===== src/rtl/pcie_req_arbiter_if.sv =====
// pcie_req_arbiter_if: requester and PCIe mailbox handshake bundle for pcie_req_arbiter.
interface pcie_req_arbiter_if;
  logic        fmReq;
  logic [15:0] fmData;
  logic [31:0] fmAddr;
  logic        fmAck;
  logic        knReq;
  logic        knNumber;
  logic        knAck;
  logic        writeFM;
  logic [15:0] writeFMData;
  logic [31:0] writeFMAddr;
  logic        writeFMDone;
  logic        updataKernel;
  logic        updataKernelNumber;
  logic        updataKernelDone;
  logic        arbBusy;
  logic        arbTimeout;
  modport slave (
    input  fmReq, fmData, fmAddr, knReq, knNumber, writeFMDone, updataKernelDone,
    output fmAck, knAck, writeFM, writeFMData, writeFMAddr, updataKernel, updataKernelNumber,
           arbBusy, arbTimeout
  );
  modport master (
    output fmReq, fmData, fmAddr, knReq, knNumber, writeFMDone, updataKernelDone,
    input  fmAck, knAck, writeFM, writeFMData, writeFMAddr, updataKernel, updataKernelNumber,
           arbBusy, arbTimeout
  );
endinterface


===== src/rtl/pcie_req_arbiter.sv =====
// pcie_req_arbiter: round-robin FM-write / kernel-update arbiter with four-phase done handshake.
// Define PCIE_ARB_TIMEOUT_EN to abort a grant whose done never arrives within TIMEOUT_CYCLES.
module pcie_req_arbiter #(
  parameter int TIMEOUT_CYCLES = 1024
) (
  input logic             pcieArbClk,
  input logic             pcieArbRst,
  pcie_req_arbiter_if.slave io_arb
);
  typedef enum logic [2:0] {IDLE, FM_BUSY, FM_REL, KN_BUSY, KN_REL} state_t;
  state_t      r_state, w_next;
  logic        r_last_kn, r_fm_ack, r_kn_ack, r_fm_done_q, r_kn_done_q, r_kn_num;
  logic [15:0] r_data;
  logic [31:0] r_addr;
  logic        w_fm_go, w_kn_go, w_to, w_pick_fm;
  if (TIMEOUT_CYCLES < 2 || TIMEOUT_CYCLES > 65535) begin : g_bad_timeout
    $error("TIMEOUT_CYCLES must be in 2..65535");
  end
  // only a fresh low-to-high done completes a grant, so a done left high from before is never taken
  assign w_fm_go   = io_arb.writeFMDone && !r_fm_done_q;
  assign w_kn_go   = io_arb.updataKernelDone && !r_kn_done_q;
  assign w_pick_fm = io_arb.fmReq && (!io_arb.knReq || r_last_kn);
  always_comb begin
    w_next = r_state;
    case (r_state)
      IDLE:    w_next = w_pick_fm ? FM_BUSY : io_arb.knReq ? KN_BUSY : IDLE;
      FM_BUSY: w_next = w_fm_go ? FM_REL : w_to ? IDLE : FM_BUSY;
      FM_REL:  w_next = io_arb.writeFMDone ? FM_REL : IDLE;
      KN_BUSY: w_next = w_kn_go ? KN_REL : w_to ? IDLE : KN_BUSY;
      KN_REL:  w_next = io_arb.updataKernelDone ? KN_REL : IDLE;
      default: w_next = IDLE;
    endcase
  end
  always_ff @(posedge pcieArbClk) begin
    if (!pcieArbRst) begin
      r_state     <= IDLE;
      r_last_kn   <= 1'b1;
      r_fm_ack    <= 1'b0;
      r_kn_ack    <= 1'b0;
      r_fm_done_q <= 1'b0;
      r_kn_done_q <= 1'b0;
      r_kn_num    <= 1'b0;
      r_data      <= '0;
      r_addr      <= '0;
    end else begin
      r_state     <= w_next;
      r_fm_done_q <= io_arb.writeFMDone;
      r_kn_done_q <= io_arb.updataKernelDone;
      r_fm_ack    <= r_state == FM_BUSY && w_next != FM_BUSY;
      r_kn_ack    <= r_state == KN_BUSY && w_next != KN_BUSY;
      if (r_state == IDLE && w_next == FM_BUSY) begin
        r_data    <= io_arb.fmData;
        r_addr    <= io_arb.fmAddr;
        r_last_kn <= 1'b0;
      end
      if (r_state == IDLE && w_next == KN_BUSY) begin
        r_kn_num  <= io_arb.knNumber;
        r_last_kn <= 1'b1;
      end
    end
  end
`ifdef PCIE_ARB_TIMEOUT_EN
  logic [15:0] r_cnt;
  logic        r_timeout;
  logic        w_busy;
  assign w_busy = r_state == FM_BUSY || r_state == KN_BUSY;
  assign w_to   = r_cnt == 16'(TIMEOUT_CYCLES - 1);
  // the counter sits at zero outside a busy phase, so each grant starts its own count
  always_ff @(posedge pcieArbClk) begin
    if (!pcieArbRst) begin
      r_cnt     <= '0;
      r_timeout <= 1'b0;
    end else begin
      r_cnt     <= w_busy ? r_cnt + 16'd1 : '0;
      r_timeout <= r_timeout || (w_busy && w_next == IDLE);
    end
  end
  assign io_arb.arbTimeout = r_timeout;
`else
  assign w_to              = 1'b0;
  assign io_arb.arbTimeout = 1'b0;
`endif
  assign io_arb.writeFM            = r_state == FM_BUSY;
  assign io_arb.updataKernel       = r_state == KN_BUSY;
  assign io_arb.writeFMData        = r_data;
  assign io_arb.writeFMAddr        = r_addr;
  assign io_arb.updataKernelNumber = r_kn_num;
  assign io_arb.fmAck              = r_fm_ack;
  assign io_arb.knAck              = r_kn_ack;
  assign io_arb.arbBusy            = r_state != IDLE;
endmodule


===== src/flat_wrapper.sv =====
// flat-port wrapper written by rule: the top's interface ports become plain ports
module pcie_req_arbiter_flat 
#(
  parameter int TIMEOUT_CYCLES = 1024
)
  (pcieArbClk, pcieArbRst, io_arb_fmReq, io_arb_fmData, io_arb_fmAddr, io_arb_knReq, io_arb_knNumber, io_arb_writeFMDone, io_arb_updataKernelDone, io_arb_fmAck, io_arb_knAck, io_arb_writeFM, io_arb_writeFMData, io_arb_writeFMAddr, io_arb_updataKernel, io_arb_updataKernelNumber, io_arb_arbBusy, io_arb_arbTimeout);
  pcie_req_arbiter_if io_arb_i ();
  input logic pcieArbClk;
  input logic pcieArbRst;
  input wire logic [$bits(io_arb_i.fmReq)-1:0] io_arb_fmReq;
  input wire logic [$bits(io_arb_i.fmData)-1:0] io_arb_fmData;
  input wire logic [$bits(io_arb_i.fmAddr)-1:0] io_arb_fmAddr;
  input wire logic [$bits(io_arb_i.knReq)-1:0] io_arb_knReq;
  input wire logic [$bits(io_arb_i.knNumber)-1:0] io_arb_knNumber;
  input wire logic [$bits(io_arb_i.writeFMDone)-1:0] io_arb_writeFMDone;
  input wire logic [$bits(io_arb_i.updataKernelDone)-1:0] io_arb_updataKernelDone;
  output wire logic [$bits(io_arb_i.fmAck)-1:0] io_arb_fmAck;
  output wire logic [$bits(io_arb_i.knAck)-1:0] io_arb_knAck;
  output wire logic [$bits(io_arb_i.writeFM)-1:0] io_arb_writeFM;
  output wire logic [$bits(io_arb_i.writeFMData)-1:0] io_arb_writeFMData;
  output wire logic [$bits(io_arb_i.writeFMAddr)-1:0] io_arb_writeFMAddr;
  output wire logic [$bits(io_arb_i.updataKernel)-1:0] io_arb_updataKernel;
  output wire logic [$bits(io_arb_i.updataKernelNumber)-1:0] io_arb_updataKernelNumber;
  output wire logic [$bits(io_arb_i.arbBusy)-1:0] io_arb_arbBusy;
  output wire logic [$bits(io_arb_i.arbTimeout)-1:0] io_arb_arbTimeout;
  assign io_arb_i.fmReq = io_arb_fmReq;
  assign io_arb_i.fmData = io_arb_fmData;
  assign io_arb_i.fmAddr = io_arb_fmAddr;
  assign io_arb_i.knReq = io_arb_knReq;
  assign io_arb_i.knNumber = io_arb_knNumber;
  assign io_arb_i.writeFMDone = io_arb_writeFMDone;
  assign io_arb_i.updataKernelDone = io_arb_updataKernelDone;
  assign io_arb_fmAck = io_arb_i.fmAck;
  assign io_arb_knAck = io_arb_i.knAck;
  assign io_arb_writeFM = io_arb_i.writeFM;
  assign io_arb_writeFMData = io_arb_i.writeFMData;
  assign io_arb_writeFMAddr = io_arb_i.writeFMAddr;
  assign io_arb_updataKernel = io_arb_i.updataKernel;
  assign io_arb_updataKernelNumber = io_arb_i.updataKernelNumber;
  assign io_arb_arbBusy = io_arb_i.arbBusy;
  assign io_arb_arbTimeout = io_arb_i.arbTimeout;
  pcie_req_arbiter #(.TIMEOUT_CYCLES(TIMEOUT_CYCLES)) u_core (.pcieArbClk(pcieArbClk), .pcieArbRst(pcieArbRst), .io_arb(io_arb_i));
endmodule

===== config.mk =====
export PLATFORM = sky130hd
export DESIGN_NAME = pcie_req_arbiter_flat
export DESIGN_NICKNAME = d
export VERILOG_FILES = /design/src/rtl/pcie_req_arbiter_if.sv /design/src/rtl/pcie_req_arbiter.sv /design/src/flat_wrapper.sv
export SDC_FILE = /design/constraint.sdc
export NUM_CORES = 1
export LEC_CHECK = 0
export ABC_AREA = 1
export CORE_MARGIN = 4
export CORE_UTILIZATION = 46
export CTS_CLUSTER_SIZE = 12
export DETAILED_ROUTE_END_ITERATION = 8
export PLACE_DENSITY = 0.83
export RECOVER_POWER = 50
export SETUP_SLACK_MARGIN = 0.15
export SLEW_MARGIN = 20
export SYNTH_ARGS = -nofsm -noshare
export SYNTH_HDL_FRONTEND = slang
export SYNTH_SLANG_ARGS = --single-unit

===== constraint.sdc =====
create_clock -name pcieArbClk -period 2.58 [get_ports pcieArbClk]
set_clock_uncertainty 0.05 [all_clocks]
set_input_delay 0.516 -clock pcieArbClk [delete_from_list [all_inputs] [get_ports pcieArbClk]]
set_output_delay 0.516 -clock pcieArbClk [all_outputs]
set_load 0.05 [all_outputs]

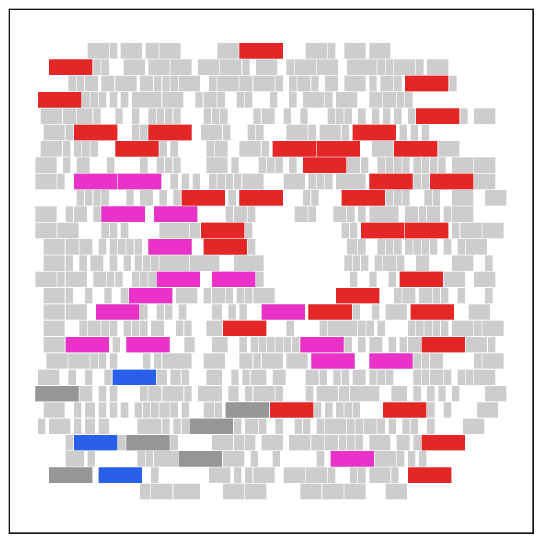
Figure 1: run 1, sequential cells colored by netlist name.
(6 px per um) Other sequential cells in the stronger gray, the rest of the logic in the fainter gray.
- red: u_core.io_arb.writeFMAddr (sequential cells 32)
- magenta: u_core.io_arb.writeFMData (sequential cells 16)
- blue: u_core.r_state (sequential cells 3)
Layout Utilization: 0.695
Register Area: 1140 um^2

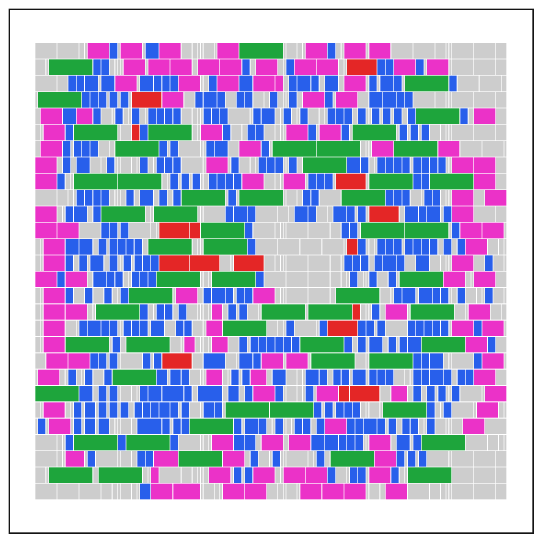
Figure 2: run 1, placed cells, one color a class.
(6 px per um) Fill, decap, tap and diode cells in gray.
- blue: remaining logic cells (cells 387)
- red: clock drivers and dummy loads (cells 16)
- green: registers (cells 57)
- magenta: remaining buffers and delay cells (cells 117)
final instance area: 4160 um^2
core footprint: 5990 um^2
flop share of the area: 0.274

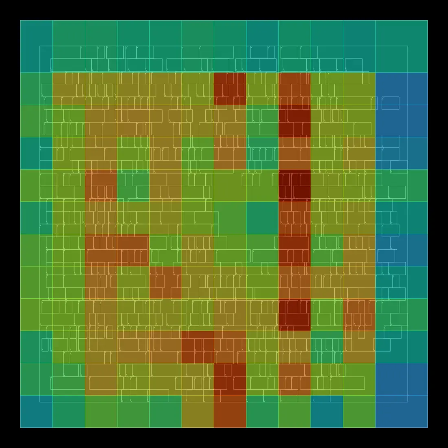
Figure 3: run 1, track usage over the die.
met3 Use GR: 0.0445
GRT busiest layer: met2
Wirelength per Cell: 11.4 um
M2 GR Usage: 0.360
met1 Use GR: 0.240

==> impl_metrics.yaml, run 1 <==
# generated from flow reports
final_layout:
  largest_reg_flops: 32
  largest_cell_class: "sequential cells"
  comb_share: 0.247
  fin_cells: 652
  syn_to_final_growth_pct: 44.7
  final_cell_mix: "inv_1 (157), nand2_1 (110), clkdlybuf4s50_1 (61), dfxtp_1 (57), nor2_1 (55)"
  clock_cell_area_share: 0.0418
  buf_share: 0.273
  drive_above_1_share: 0.0468
  fillers: 536
  layout.nets: 627
  num-nonclk-inverters: 157
  final_common_cell: "inv_1"
  flop-count: 57
  clkbuf_count: 13
  multi_input_comb_cells: 230
  signal_buffers: 117
  diodes: 0
  logic_area_um2: 1030
synth:
  async_flop_share: 0
  post-synth-top-count-cell: "inv_1"
  synth.cellmix.simpleShare: 0.349
  yosysCellCount: 471
  ys_seq_share: 0.397
  mux_share: 0
  netlist_logic_family_top: "simple AND/OR/NAND/NOR gates"
  ys_sh_adder: 0
  syn_nets: 526
  yosys_area_um2: 2880
  synth_cell_types: 18
  edf_count: 0
  yosysTopAreaCell: "dfxtp_1"
  postSynthAreaPerCell_um2: 6.10
  synth-seq-cells: 57
  ys_sh_xor: 0
  ys_top_cells_by_area: "dfxtp_1 (40%), inv_1 (20%), nand2_1 (14%)"
  synthFlopType: "dfxtp_1"
  top_area_frac: 0.397
  top_cells_by_count: "inv_1 (156), nand2_1 (110), dfxtp_1 (57), nor2_1 (55), nand4_1 (49)"
  syn_area_um2: 2880
  aoi_share: 0.00522
  syn_inst: 471
  synth_warnings: 0
drt:
  met2_length_mm: 3.70
  drcViolationCount: 0
  highest_layer: "met4"
  drt-total-wl_mm: 7.40
  met3WireLength_um: 436
  vias_per_cell: 4.46
  drt_iter0_drc: 107
  wirelength_met1_mm: 3.13
  drtPass1Iterations: 5
  num_vias: 2910
  ant_nets: 0
setup_path:
  r2r_slack_ns: 0.43
  critPathTopFamily: "buffers and inverters"
  r2r_end: "u_core.io_arb.writeFMAddr[8]"
  startpoint_type: "flip-flop"
  max_stage_delay_ns: 0.35
  setup.worst_path.start: "u_core.r_state[0]"
  r2r_cells: 12
  cp_common_cell: "nand2_1"
  arrival_ns: 2.32
  crit_slowest_cell: "dfxtp_1"
  cp_data_required_time_ns: 2.76
  endpoint: "u_core.io_arb.writeFMAddr[8]"
  r2r-start: "u_core.r_state[0]"
  path_cells: "inv_1 -> nand2_1 -> nor2_4 -> buf_6 -> nand2_1 -> nand2_1 -> nor2_4 -> nand3_2 -> clkbuf_2 -> nand2_1 -> inv_1 -> nor2_1"
  cp-end-kind: "flip-flop"
  crit_fanout: 51
  worstSetupPathType: "flip-flop to flip-flop"
  crit_cells: 12
  path_buffers: 4
placed_design:
  numPortBuffers: 108
  dp.cells: 636
  dpl.hpwl_mm: 5.33
  gp_congestion: 0.751
  pre_cts_slack_ns: 0.374
  placed_cell_area_um2: 4000
hold_path:
  min_path_cells: 2
  worstHoldStart: "u_core.r_last_kn"
  whs_endpoint: "u_core.r_last_kn"
  hold_path.class: "flip-flop to flip-flop"
power:
  p_total_w: 0.00382
  p_leak_nw: 2.37
  p_clk_w: 0.000734
  pwr-share-comb: 0.501
  seq_power_share: 0.307
  power_leader: "combinational cells"
  ir_drop_mv: 0.499
  sequentialPower_w: 0.00117
  p_clk_frac: 0.192
  switching_share: 0.460
  power.density_nw_per_um2: 917
  net-switching-power_w: 0.00175
  comb_power_w: 0.00191
  p_int_w: 0.00206
cts:
  clk_latency_ns: 0.33
  cts_buffer_depth: 2
  postCtsSetupRepairBufs: 0
  ctsHoldBuffers: 0
  cts.clk_slew.worst_paths_ns: 0.07
  cts.repair.resized: 1
  cts_tree: "done"
  cts.sinks: 57
  cts-root-buf: "clkbuf_8"
  cts_buffers: 9
  htree_levels: 3
die:
  tap-cell-count: 75
  ios: 110
  fp_util: 0.480
  dieWidth_um: 87.1
  fp-row-count: 28
  die-height_um: 87.1
  die_area_um2: 7580
grt:
  grt_max_degree: 52
  antenna_found_initial: 0
  grt_usage: 0.205
  grt_pass1_wl_mm: 12.3
  grt-ovfl-total: 0
  grt_pass1_vias: 2781
timing:
  max_slew_margin: 0.0301
  setup_slack_ns: 0.434
  hold_violations: 0
  min_period_ns: 2.15
  worst_pin_slew_ns: 1.45
  maxSlewViolCount: 0
  fmax_mhz: 466
  finalSetupTns_ns: 0
  rsz0062_at_grt: "false"
  hold_slack_ns: 0.417
  finalSetupViolCount: 0
  finalClockPeriodUsage: 0.832
run_status:
  status: "completed"
flow_run:
  warning_count: 26
  maxCapViolCount: 0
Figure 4. Clock wires, drivers and flops (run 1).
(6 px per um)
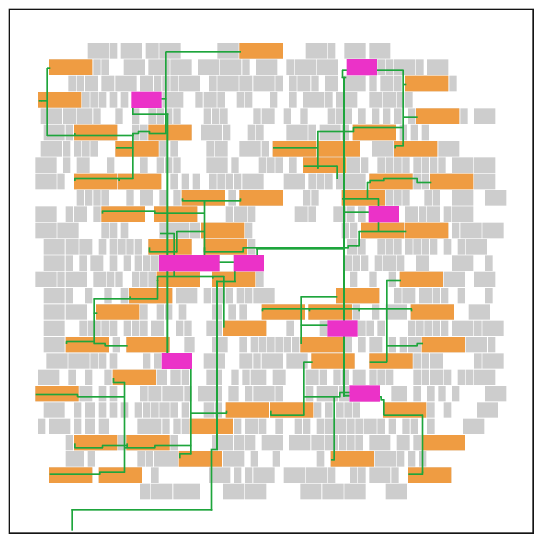

==> run 2: changes to the inputs <==
Settings changed: CORE_UTILIZATION 46 to 40, PLACE_DENSITY 0.83 to 0.77.
Clock period 2.58 ns to 1.8 ns, I/O delays scaled along.
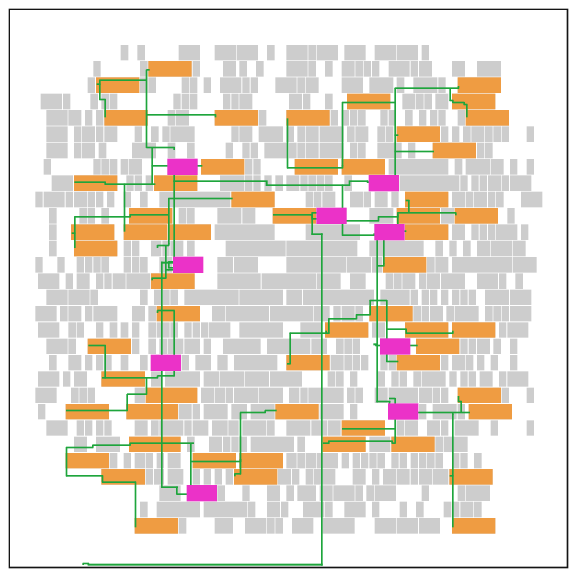
Figure 5: run 2, clock wires, drivers and flops.
(6 px per um)
- orange: flip-flops (count 57)
- magenta: clock-net drivers (count 9)
- green: clock wires (length 770 um)
- routed clock nets: 10
Late-Pin Clk Latency: 0.33 ns
Clock group: 0.00106 W
Clock Power Share: 0.158

==> run 2 against run 1 <==
- die size increased by 14%
- count of clock-buffer cells in the layout unchanged
- combinational power increased by 110%
- cell count increased by 8.6%
- via count increased by 12%
- routed wire length increased by 35%
- worst setup slack got worse by 0.43 ns
- sequential power increased by 45%
- synthesized area unchanged
==> impl_metrics.yaml, run 2 <==
# generated from flow reports
run_status:
  status: "completed"
die:
  fp_util: 0.416
  tap-cell-count: 96
  die_area_um2: 8610
  dieWidth_um: 92.8
  coreArea_um2: 6910
  fp-row-count: 30
  ios: 110
  die-height_um: 92.8
synth:
  postSynthAreaPerCell_um2: 6.10
  ys_seq_share: 0.397
  synth_cell_types: 18
  synth-seq-cells: 57
  synth_warnings: 0
  netlist_logic_family_top: "simple AND/OR/NAND/NOR gates"
  top_area_frac: 0.397
  aoi_share: 0.00522
  ys_sh_adder: 0
  syn_nets: 526
  async_flop_share: 0
  yosysCellCount: 471
  ys_top_cells_by_area: "dfxtp_1 (40%), inv_1 (20%), nand2_1 (14%)"
  yosysTopAreaCell: "dfxtp_1"
  ys_sh_xor: 0
  synthFlopType: "dfxtp_1"
  syn_area_um2: 2880
  post-synth-top-count-cell: "inv_1"
  mux_share: 0
  top_cells_by_count: "inv_1 (156), nand2_1 (110), dfxtp_1 (57), nor2_1 (55), nand4_1 (49)"
final_layout:
  stdcell_area_um2: 4890
  fin_cells: 708
  fillers: 612
  clkbuf_count: 13
  buf_share: 0.311
  diodes: 0
  syn_to_final_growth_pct: 70.0
  signal_buffers: 152
  final_cell_mix: "inv_1 (129), nand2_1 (73), dfxtp_1 (54), clkbuf_1 (52), clkdlybuf4s50_1 (51)"
  multi_input_comb_cells: 230
  largest_cell_class: "non-clock buffers"
  num-nonclk-inverters: 157
  layout.nets: 662
  drive_above_1_share: 0.247
  comb_share: 0.271
  logic_area_um2: 1330
  largest_reg_flops: 32
placed_design:
  gp_congestion: 0.789
  dpl.hpwl_mm: 5.27
  dp.cells: 660
  placed_cell_area_um2: 4020
  pre_cts_slack_ns: -0.183
  numPortBuffers: 108
setup_path:
  crit_fanout: 6
  cp_data_required_time_ns: 2.01
  path_cells: "clkdlybuf4s50_1 -> a21oi_4 -> nand2_4 -> nand2_4 -> nor2_4 -> buf_12 -> nand3_4 -> buf_12 -> buf_16 -> nand2_2 -> inv_1 -> nor2_1"
  path_buffers: 5
  r2r_cells: 14
  r2r_slack_ns: 0.04
  r2r-start: "u_core.r_state[1]"
  arrival_ns: 2.00
  setup.worst_path.start: "io_arb_fmReq"
  max_stage_delay_ns: 0.54
  startpoint_type: "input pin"
  r2r_end: "u_core.io_arb.writeFMAddr[7]"
  crit_cells: 12
  crit_slowest_cell: "clkdlybuf4s50_1"
  critPathTopFamily: "buffers and inverters"
  cp-end-kind: "flip-flop"
  worstSetupPathType: "input pin to flip-flop"
  endpoint: "u_core.io_arb.writeFMAddr[7]"
drt:
  num_vias: 3251
  met2_length_mm: 5.20
  wirelength_met1_mm: 3.98
  vias_per_cell: 4.59
  wl_per_cell_um: 14.2
  ant_nets: 0
  drt-total-wl_mm: 10.0
  drcViolationCount: 0
  drt_iter0_drc: 124
  drtPass1Iterations: 4
grt:
  use_met1: 0.251
  grt-ovfl-total: 0
  grt_pass1_wl_mm: 14.7
  grt_use_met2: 0.388
  grt_pass1_vias: 3158
  grt_max_degree: 33
  antenna_found_initial: 0
  grt_usage: 0.216
  use_met3: 0.0447
  busiest_layer: "met2"
timing:
  rsz0062_at_grt: "true"
  finalSetupViolCount: 0
  setup_slack_ns: 0.00430
  min_period_ns: 1.80
  maxSlewViolCount: 0
  finalClockPeriodUsage: 0.998
  max_slew_margin: 0.557
  worst_pin_slew_ns: 0.667
  hold_violations: 0
  hold_slack_ns: 0.389
  fmax_mhz: 557
  finalSetupTns_ns: 0
power:
  ir_drop_mv: 0.645
  comb_power_w: 0.00397
  p_leak_nw: 2.52
  p_total_w: 0.00673
  switching_share: 0.461
  power_leader: "combinational cells"
  net-switching-power_w: 0.00310
  seq_power_share: 0.253
  power.density_nw_per_um2: 1380
cts:
  cts_tree: "done"
  cts.sinks: 57
  cts_buffers: 9
  htree_levels: 3
  cts_buffer_depth: 2
  postCtsSetupRepairBufs: 17
  cts.clk_slew.worst_paths_ns: 0.06
  cts.repair.resized: 45
  ctsHoldBuffers: 0
flow_run:
  warning_count: 28
  maxCapViolCount: 0
hold_path:
  whs_endpoint: "u_core.r_fm_done_q"
  worstHoldStart: "io_arb_writeFMDone"
  min_path_cells: 3
  hold_path.class: "input pin to flip-flop"
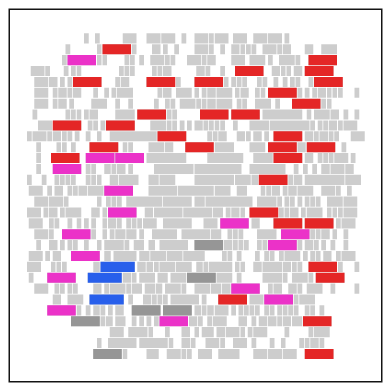
Figure 6: run 2, sequential cells colored by netlist name.
(4 px per um) Other sequential cells in the stronger gray, the rest of the logic in the fainter gray.
Layout Utilization: 0.708
total sequential power: 0.00170 W
flop share of the area: 0.236
Register Area: 1150 um^2

Figure 7. Placed cells, one color a class (run 2).
(4 px per um) Fill, decap, tap and diode cells in gray.
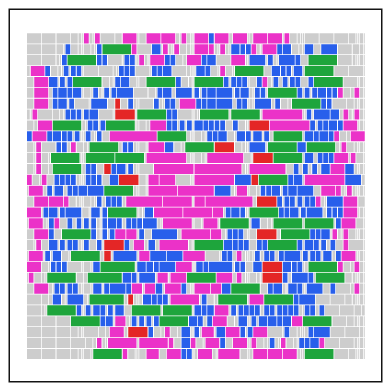

==> run 3: changes to the inputs <==
Settings changed: ABC_AREA 1 to default, CORE_UTILIZATION 40 to 37, CTS_CLUSTER_DIAMETER from default to 120, PLACE_DENSITY 0.77 to 0.75.
Clock period 1.8 ns to 1.64 ns, I/O delays scaled along.
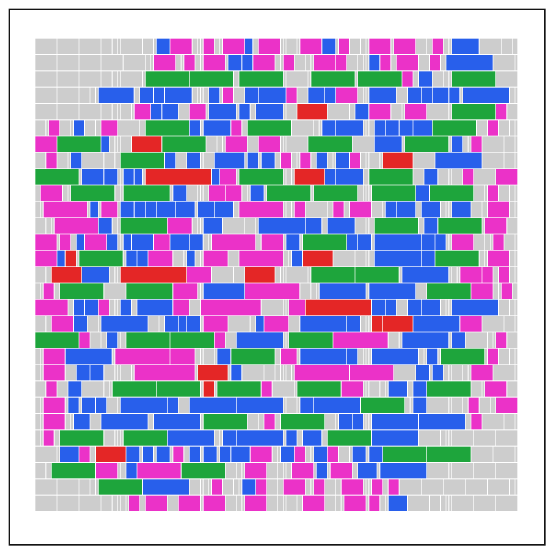
Figure 8: run 3, placed cells, one color a class.
(6 px per um) Fill, decap, tap and diode cells in gray.
- magenta: remaining buffers and delay cells (cells 138)
- red: clock drivers and dummy loads (cells 16)
- green: registers (cells 57)
- blue: remaining logic cells (cells 182)
core footprint: 6350 um^2
final instance area: 4450 um^2
Layout Utilization: 0.700
FP Rows: 29

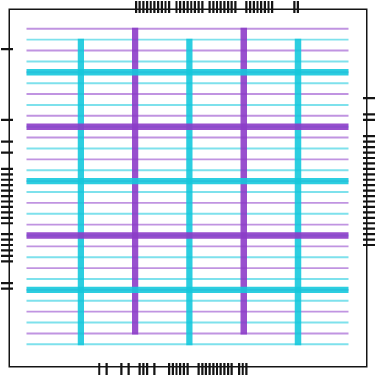
Figure 9: run 3, floorplan with the power grid.
(4 px per um) Pins as bars on the die edge.
- cyan: VSS
- purple: VDD
- met4 straps: 5
- signal pins: 110
- rows: 29
- met1 rails: 30
- met5 straps: 5
worst vdd ir: 1.13 mV
DIE HEIGHT: 89.0 um

==> run 3 against run 2 <==
- the run now ends with negative setup slack left
- flip-flop count unchanged
- critical path depth down 9
- sequential power down 4%
- cell count down 34%
- synthesized cell count down 41%
- synthesized area down 16%
- utilization down 0.75 points
- routed wire length down 7.9%
- worst setup slack worse by 0.053 ns
- sequential share of layout area up 2.2 points
- largest cell class is now logic gates
==> impl_metrics.yaml, run 3 <==
# generated from flow reports
grt:
  busiest_layer: "met2"
  grt_max_degree: 52
  use_met3: 0.0535
  grt-ovfl-total: 0
  grt_pass1_vias: 2649
  grt_use_met2: 0.360
  antenna_found_initial: 0
  use_met1: 0.261
  grt_pass1_wl_mm: 13.2
setup_path:
  crit_cells: 3
  cp-end-kind: "primary output"
  setup.worst_path.start: "u_core.r_state[2]"
  critPathTopFamily: "flip-flops"
  r2r-start: "u_core.r_state[2]"
  r2r_end: "u_core.io_arb.writeFMData[0]"
  worstSetupPathType: "flip-flop to primary output"
  r2r_slack_ns: 0.08
  path_buffers: 2
  crit_fanout: 5
  r2r_cells: 7
  startpoint_type: "flip-flop"
  crit_slowest_cell: "dfxtp_2"
  cp_data_required_time_ns: 1.26
  path_cells: "buf_6 -> nor3b_4 -> buf_12"
  arrival_ns: 1.31
synth:
  ys_top_cells_by_area: "dfxtp_1 (47%), o31ai_1 (15%), nand4_1 (12%)"
  synth_warnings: 0
  async_flop_share: 0
  synthFlopType: "dfxtp_1"
  top_area_frac: 0.470
  netlist_logic_family_top: "AND-OR/OR-AND gates"
  yosysTopAreaCell: "dfxtp_1"
  aoi_share: 0.284
  syn_area_um2: 2430
  syn_nets: 331
  ys_sh_adder: 0
  post-synth-top-count-cell: "dfxtp_1"
  postSynthAreaPerCell_um2: 8.80
  synth-seq-cells: 57
  yosysCellCount: 276
  ys_sh_xor: 0
  ys_seq_share: 0.470
  mux_share: 0
  top_cells_by_count: "dfxtp_1 (57), a21oi_1 (51), nand4_1 (48), o31ai_1 (48), clkbuf_1 (17)"
final_layout:
  seq_share: 0.257
  final_common_cell: "dfxtp_1"
  logic_area_um2: 1660
  largest_cell_class: "logic gates"
  largest_reg_flops: 32
  diodes: 0
  signal_buffers: 138
  layout.nets: 443
  num-nonclk-inverters: 6
  clkbuf_count: 10
  fin_cells: 470
  syn_to_final_growth_pct: 83.1
  multi_input_comb_cells: 176
  regArea_um2: 1140
  buf_share: 0.286
  fillers: 515
  comb_share: 0.374
  clock_cell_area_share: 0.0546
  final_cell_mix: "dfxtp_1 (54), clkdlybuf4s50_1 (52), clkbuf_2 (51), nand4_1 (48), a21oi_1 (40)"
placed_design:
  numPortBuffers: 108
  gp_congestion: 0.788
  dp.cells: 441
  dpl.hpwl_mm: 5.03
  placed_cell_area_um2: 3550
cts:
  htree_levels: 3
  cts_buffers: 9
  cts_buffer_depth: 2
  ctsHoldBuffers: 0
  cts.sinks: 57
  postCtsSetupRepairBufs: 6
  clk_latency_ns: 0.34
  cts.repair.resized: 60
  cts.clk_slew.worst_paths_ns: 0.06
  cts_tree: "done"
power:
  net-switching-power_w: 0.00194
  sequentialPower_w: 0.00164
  p_clk_frac: 0.307
  seq_power_share: 0.312
  p_clk_w: 0.00161
  power.density_nw_per_um2: 1180
  comb_power_w: 0.00200
  power_leader: "combinational cells"
  p_leak_nw: 1.60
  p_total_w: 0.00525
  switching_share: 0.369
hold_path:
  min_path_cells: 2
  worstHoldStart: "u_core.io_arb.writeFMAddr[11]"
  whs_endpoint: "u_core.io_arb.writeFMAddr[11]"
  hold_path.class: "flip-flop to flip-flop"
die:
  die_area_um2: 7920
  fp_util: 0.382
  ios: 110
  tap-cell-count: 77
timing:
  finalSetupViolCount: 1
  rsz0062_at_grt: "true"
  max_slew_margin: 0.480
  hold_slack_ns: 0.422
  worst_pin_slew_ns: 0.780
  hold_violations: 0
  finalSetupTns_ns: -0.0487
  finalClockPeriodUsage: 1.03
  setup_slack_ns: -0.0487
  fmax_mhz: 592
  maxSlewViolCount: 0
drt:
  wl_per_cell_um: 19.6
  num_vias: 2732
  drtPass1Iterations: 4
  drt-total-wl_mm: 9.23
  vias_per_cell: 5.81
  met2_length_mm: 4.92
  drt_iter0_drc: 142
  wirelength_met1_mm: 3.59
flow_run:
  maxCapViolCount: 0
run_status:
  violations: "negative setup slack"
  status: "complete, but fails checks"
No activity file was given, so power comes from the tool's default toggle rates.
